<file path="config.mk">
export PLATFORM = sky130hd
export DESIGN_NAME = response_sender
export DESIGN_NICKNAME = d
export VERILOG_FILES = /design/src/rtl/sensor_pkg.sv /design/src/rtl/cycle_timer.sv /design/src/rtl/response_sender.sv
export SDC_FILE = /design/constraint.sdc
export NUM_CORES = 1
export LEC_CHECK = 0
export ABC_AREA = 1
export CAP_MARGIN = 15
export CORE_ASPECT_RATIO = 0.8
export CORE_MARGIN = 10
export CORE_UTILIZATION = 51
export CTS_CLUSTER_DIAMETER = 150
export DETAILED_ROUTE_END_ITERATION = 16
export PLACE_DENSITY = 0.82
export SLEW_MARGIN = 0
export SYNTH_ARGS = -nofsm -noshare
export SYNTH_HDL_FRONTEND = slang
export SYNTH_HIERARCHICAL = 1
export SYNTH_SLANG_ARGS = --single-unit
</file>
<file path="constraint.sdc">
create_clock -name clock -period 1.75 [get_ports clock]
set_input_delay 0.2625 -clock clock [delete_from_list [all_inputs] [get_ports clock]]
set_output_delay 0.2625 -clock clock [all_outputs]
set_load 0.005 [all_outputs]
</file>
<file path="src/rtl/sensor_pkg.sv">
// Definitions shared by the command-table decoder, the response sender and their benches.
package sensor_pkg;

    typedef enum logic [2:0] {
        StIdle,
        StSendHi,
        StGap,
        StSendLo,
        StDone
    } send_state_e;

    localparam logic [7:0] RspCode1F = 8'h1F;
    localparam logic [7:0] RspCode08 = 8'h08;
    localparam logic [7:0] RspCode09 = 8'h09;
    localparam logic [7:0] RspCode0A = 8'h0A;
    localparam logic [7:0] RspCode0B = 8'h0B;
    localparam logic [7:0] RspCode0C = 8'h0C;
    localparam logic [7:0] RspVoid   = 8'hFF;
    localparam logic [7:0] RspCodeCF = 8'hCF;
    localparam logic [7:0] RspCodeEF = 8'hEF;
    localparam logic [7:0] RspCodeDF = 8'hDF;
    localparam logic [7:0] RspCode6F = 8'h6F;

    localparam logic [7:0] CmdCode01 = 8'h01;
    localparam logic [7:0] CmdCode02 = 8'h02;
    localparam logic [7:0] CmdCode03 = 8'h03;
    localparam logic [7:0] CmdCode04 = 8'h04;
    localparam logic [7:0] CmdCode05 = 8'h05;
    localparam logic [7:0] CmdCode06 = 8'h06;
    localparam logic [7:0] CmdCode07 = 8'h07;

endpackage

</file>
<file path="src/rtl/cycle_timer.sv">
// Loadable down-counter; 'last' flags the final counted cycle (count == 1).
module cycle_timer #(
    parameter int unsigned WIDTH = 8
) (
    input  logic             clock,
    input  logic             reset,
    input  logic             load,
    input  logic [WIDTH-1:0] load_value,
    input  logic             dec,
    output logic             last
);

    logic [WIDTH-1:0] count_q, count_d;

    always_comb begin
        count_d = count_q;
        if (load) begin
            count_d = load_value;
        end else if (dec && (count_q != '0)) begin
            count_d = count_q - WIDTH'(1);
        end
    end

    always_ff @(posedge clock or negedge reset) begin
        if (!reset) begin
            count_q <= '0;
        end else begin
            count_q <= count_d;
        end
    end

    assign last = (count_q == WIDTH'(1));

endmodule

</file>
<file path="src/rtl/response_sender.sv">
// Serialises a 16-bit response word as two bytes (high first) over a valid/ready link,
// with a programmable inter-byte gap and a stall watchdog.
module response_sender
    import sensor_pkg::*;
#(
    parameter int unsigned GAP_CYCLES     = 16,
    parameter int unsigned TIMEOUT_CYCLES = 50000
) (
    input  logic        clock,
    input  logic        reset,
    input  logic        send_req,
    input  logic [15:0] buffer_tx,
    input  logic        tx_ready,
    input  logic        clear_err,
    output logic        tx_valid,
    output logic [7:0]  tx_data,
    output logic        busy,
    output logic        send_done,
    output logic        timeout_err,
    output logic        overrun_err
);

    localparam int unsigned GapWidth = (GAP_CYCLES > 0) ? $clog2(GAP_CYCLES + 1) : 1;
    localparam int unsigned WdWidth  = $clog2(TIMEOUT_CYCLES + 1);

    send_state_e state_q, state_d;
    logic [15:0] hold_q, hold_d;
    logic        timeout_q, overrun_q;
    logic        gap_load, gap_last;
    logic        wd_load, wd_dec, wd_last;
    logic        timeout_evt;

    always_comb begin
        state_d     = state_q;
        hold_d      = hold_q;
        tx_valid    = 1'b0;
        tx_data     = 8'h00;
        send_done   = 1'b0;
        gap_load    = 1'b0;
        wd_dec      = 1'b0;
        timeout_evt = 1'b0;
        unique case (state_q)
            StIdle: begin
                if (send_req) begin
                    if (buffer_tx != 16'h0000) begin
                        hold_d  = buffer_tx;
                        state_d = StSendHi;
                    end else begin
                        state_d = StDone;
                    end
                end
            end
            StSendHi: begin
                tx_valid = 1'b1;
                tx_data  = hold_q[15:8];
                if (tx_ready) begin
                    if (GAP_CYCLES == 0) begin
                        state_d = StSendLo;
                    end else begin
                        gap_load = 1'b1;
                        state_d  = StGap;
                    end
                end else if (wd_last) begin
                    // tx_valid falls with the move to DONE on the next clock
                    timeout_evt = 1'b1;
                    state_d     = StDone;
                end else begin
                    wd_dec = 1'b1;
                end
            end
            StGap: begin
                if (gap_last) begin
                    state_d = StSendLo;
                end
            end
            StSendLo: begin
                tx_valid = 1'b1;
                tx_data  = hold_q[7:0];
                if (tx_ready) begin
                    state_d = StDone;
                end else if (wd_last) begin
                    timeout_evt = 1'b1;
                    state_d     = StDone;
                end else begin
                    wd_dec = 1'b1;
                end
            end
            StDone: begin
                send_done = 1'b1;
                state_d   = StIdle;
            end
            default: state_d = StIdle;
        endcase
    end

    assign busy    = (state_q != StIdle);
    assign wd_load = (state_d != state_q) && ((state_d == StSendHi) || (state_d == StSendLo));

    always_ff @(posedge clock or negedge reset) begin
        if (!reset) begin
            state_q   <= StIdle;
            hold_q    <= 16'h0000;
            timeout_q <= 1'b0;
            overrun_q <= 1'b0;
        end else begin
            state_q   <= state_d;
            hold_q    <= hold_d;
            // A set event in the same cycle as clear_err keeps the flag high
            timeout_q <= timeout_evt | (timeout_q & ~clear_err);
            overrun_q <= (send_req & busy) | (overrun_q & ~clear_err);
        end
    end

    assign timeout_err = timeout_q;
    assign overrun_err = overrun_q;

    cycle_timer #(
        .WIDTH (GapWidth)
    ) u_gap_timer (
        .clock      (clock),
        .reset      (reset),
        .load       (gap_load),
        .load_value (GapWidth'(GAP_CYCLES)),
        .dec        (state_q == StGap),
        .last       (gap_last)
    );

    cycle_timer #(
        .WIDTH (WdWidth)
    ) u_wd_timer (
        .clock      (clock),
        .reset      (reset),
        .load       (wd_load),
        .load_value (WdWidth'(TIMEOUT_CYCLES)),
        .dec        (wd_dec),
        .last       (wd_last)
    );

endmodule

</file>
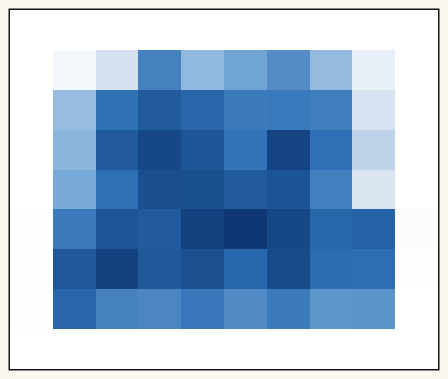
(placement density heat map)
The die is cut into 10 by 9 equal tiles; white is low, dark blue is high, 0 to 100% covered.
densest ninth of the die = center
tiles over 75% full = 29%
mean over tiles = 42%

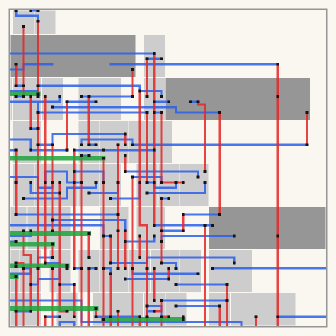
(a small window of the routed layout)
Region (67, 55) to (87, 75) um. Cells in gray, sequential cells in the stronger gray; small squares are vias.
metal 1 -> blue
metal 2 -> red
metal 3 -> green
netlist names of flops here include = u_wd_timer/count_q (3)
most frequent = nand2_1 (14), nand3_1 (8), buf_4 (5)
cells with their middle in the window = 40
sequential cells in the window = 3

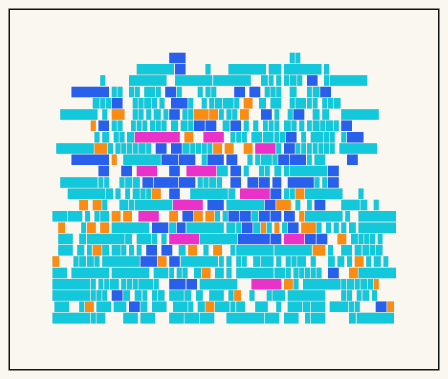
(sizing map)
_0 and _1 cells -> cyan  # cells 366
_2 cells -> orange  # cells 45
_3 and _4 cells -> blue  # cells 74
_6 and larger -> magenta  # cells 11

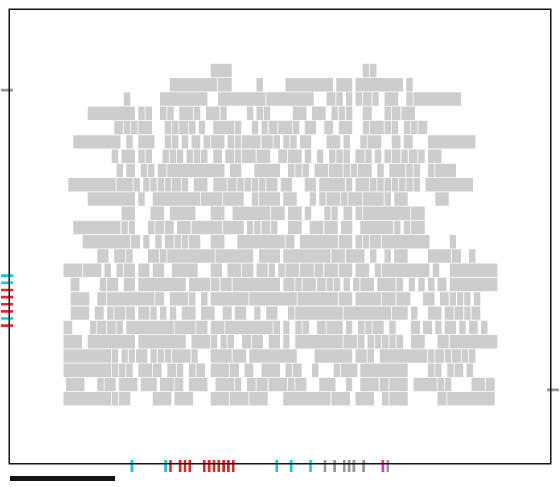
(pin map)
Scale bar: 20 um. Pins as bars across the die edge, other pins in gray.
tx_data -> cyan  # pins 8, direction output, edge 5 bottom, 3 left
timeout_err -> magenta  # pins 1, direction output, edge bottom
buffer_tx -> red  # pins 16, direction input, edge 11 bottom, 5 left
all pins by edge = 24 bottom, 9 left, 1 right

==> qor.csv <==
metric,value,unit
num tapcells,65,
Max Slew Vio Count,0,
busiest grt layer,met2,
GRT Total Usage,17.2,%
"area share, top type",37.5,%
worst slew pin tran,0.537,ns
LEAKAGE,0.00199,uW
clock-net power,781,uW
Final nets,520,
Most common reg cell,dfrtp_1,
Largest cells by area,"dfrtp_1 (37%), nand2_1 (17%), nand3_1 (8.7%), inv_1 (5.1%), nand2_2 (4.7%)",
Worst R2R End,u_wd_timer/count_q[3]$_DFFE_PN0P_,
# diodes,0,
hold buffers post-CTS,0,
Die Size,0.00889,mm^2
non-clk buf share,19.0,%
fillcell total,424,
Final ANT Viol Nets,0,
crit path from,state_q[2]$_DFF_PN0_,
Longest Clk Path Bufs,2,
worst setup path end,tx_data[2],
fraction of area in multi-input gates,44.2,%
antenna violations before repair,0,
global-route wire length before repair,12500,um
CTS Sinks,42,
Inserted Clock Buffers,5,
yosys adder share,1.78,%
postcts setup bufs,1,
violation tally from detailed-route iteration zero,146,
r2r startpoint,u_wd_timer/count_q[1]$_DFFE_PN0P_,
clock slew at reported path FFs,0.09,ns
Clock Skew,0.00638,ns
Seq cells post-synth,42,
Final setup viols,0,
ys cells,388,
Biggest Area Class,multi-input combinational cells,
CP max-delay cell,dfrtp_1,
# resized after CTS,16,
reg2reg setup slack,0.06,ns
switching power,2870,uW
status,"complete, no violations",
Pre-Place Util,51.9,%
yosys stat chip area,0.00281,mm^2
grt total ovfl,0,
-- per-stage QoR --
stage | cell area, um^2 | power (uW) | setup WS, ns
2_1_floorplan | 2880 | 3980 | 0.00262
3_3_place_gp | 3620 | 5290 | -0.144
3_5_place_dp | 3620 | 5450 | -0.207
4_1_cts | 3740 | 6230 | 0.0156
5_1_grt | 3840 | 7000 | -0.0446
6_report | 3840 | 6460 | 0.0467
-- worst reg2reg max path: cells and delay by family (launching register included) --
kind,cells,cell delay [ns]
AOI/OAI and AO/OA,1,0.25
and+or+nand+nor,5,0.62
adders and majority gates,1,0.14
buffers and inverters,3,0.24
DFF,1,0.39
-- flip-flops by register name, indices dropped and copies added, names as in the netlist --
name,cells
hold_q,16
state_q,3
u_wd_timer/count_q,16
timeout_err,1
u_gap_timer/count_q,5
overrun_err,1
Power figures rest on the tool's default switching activity, not on a simulated workload.
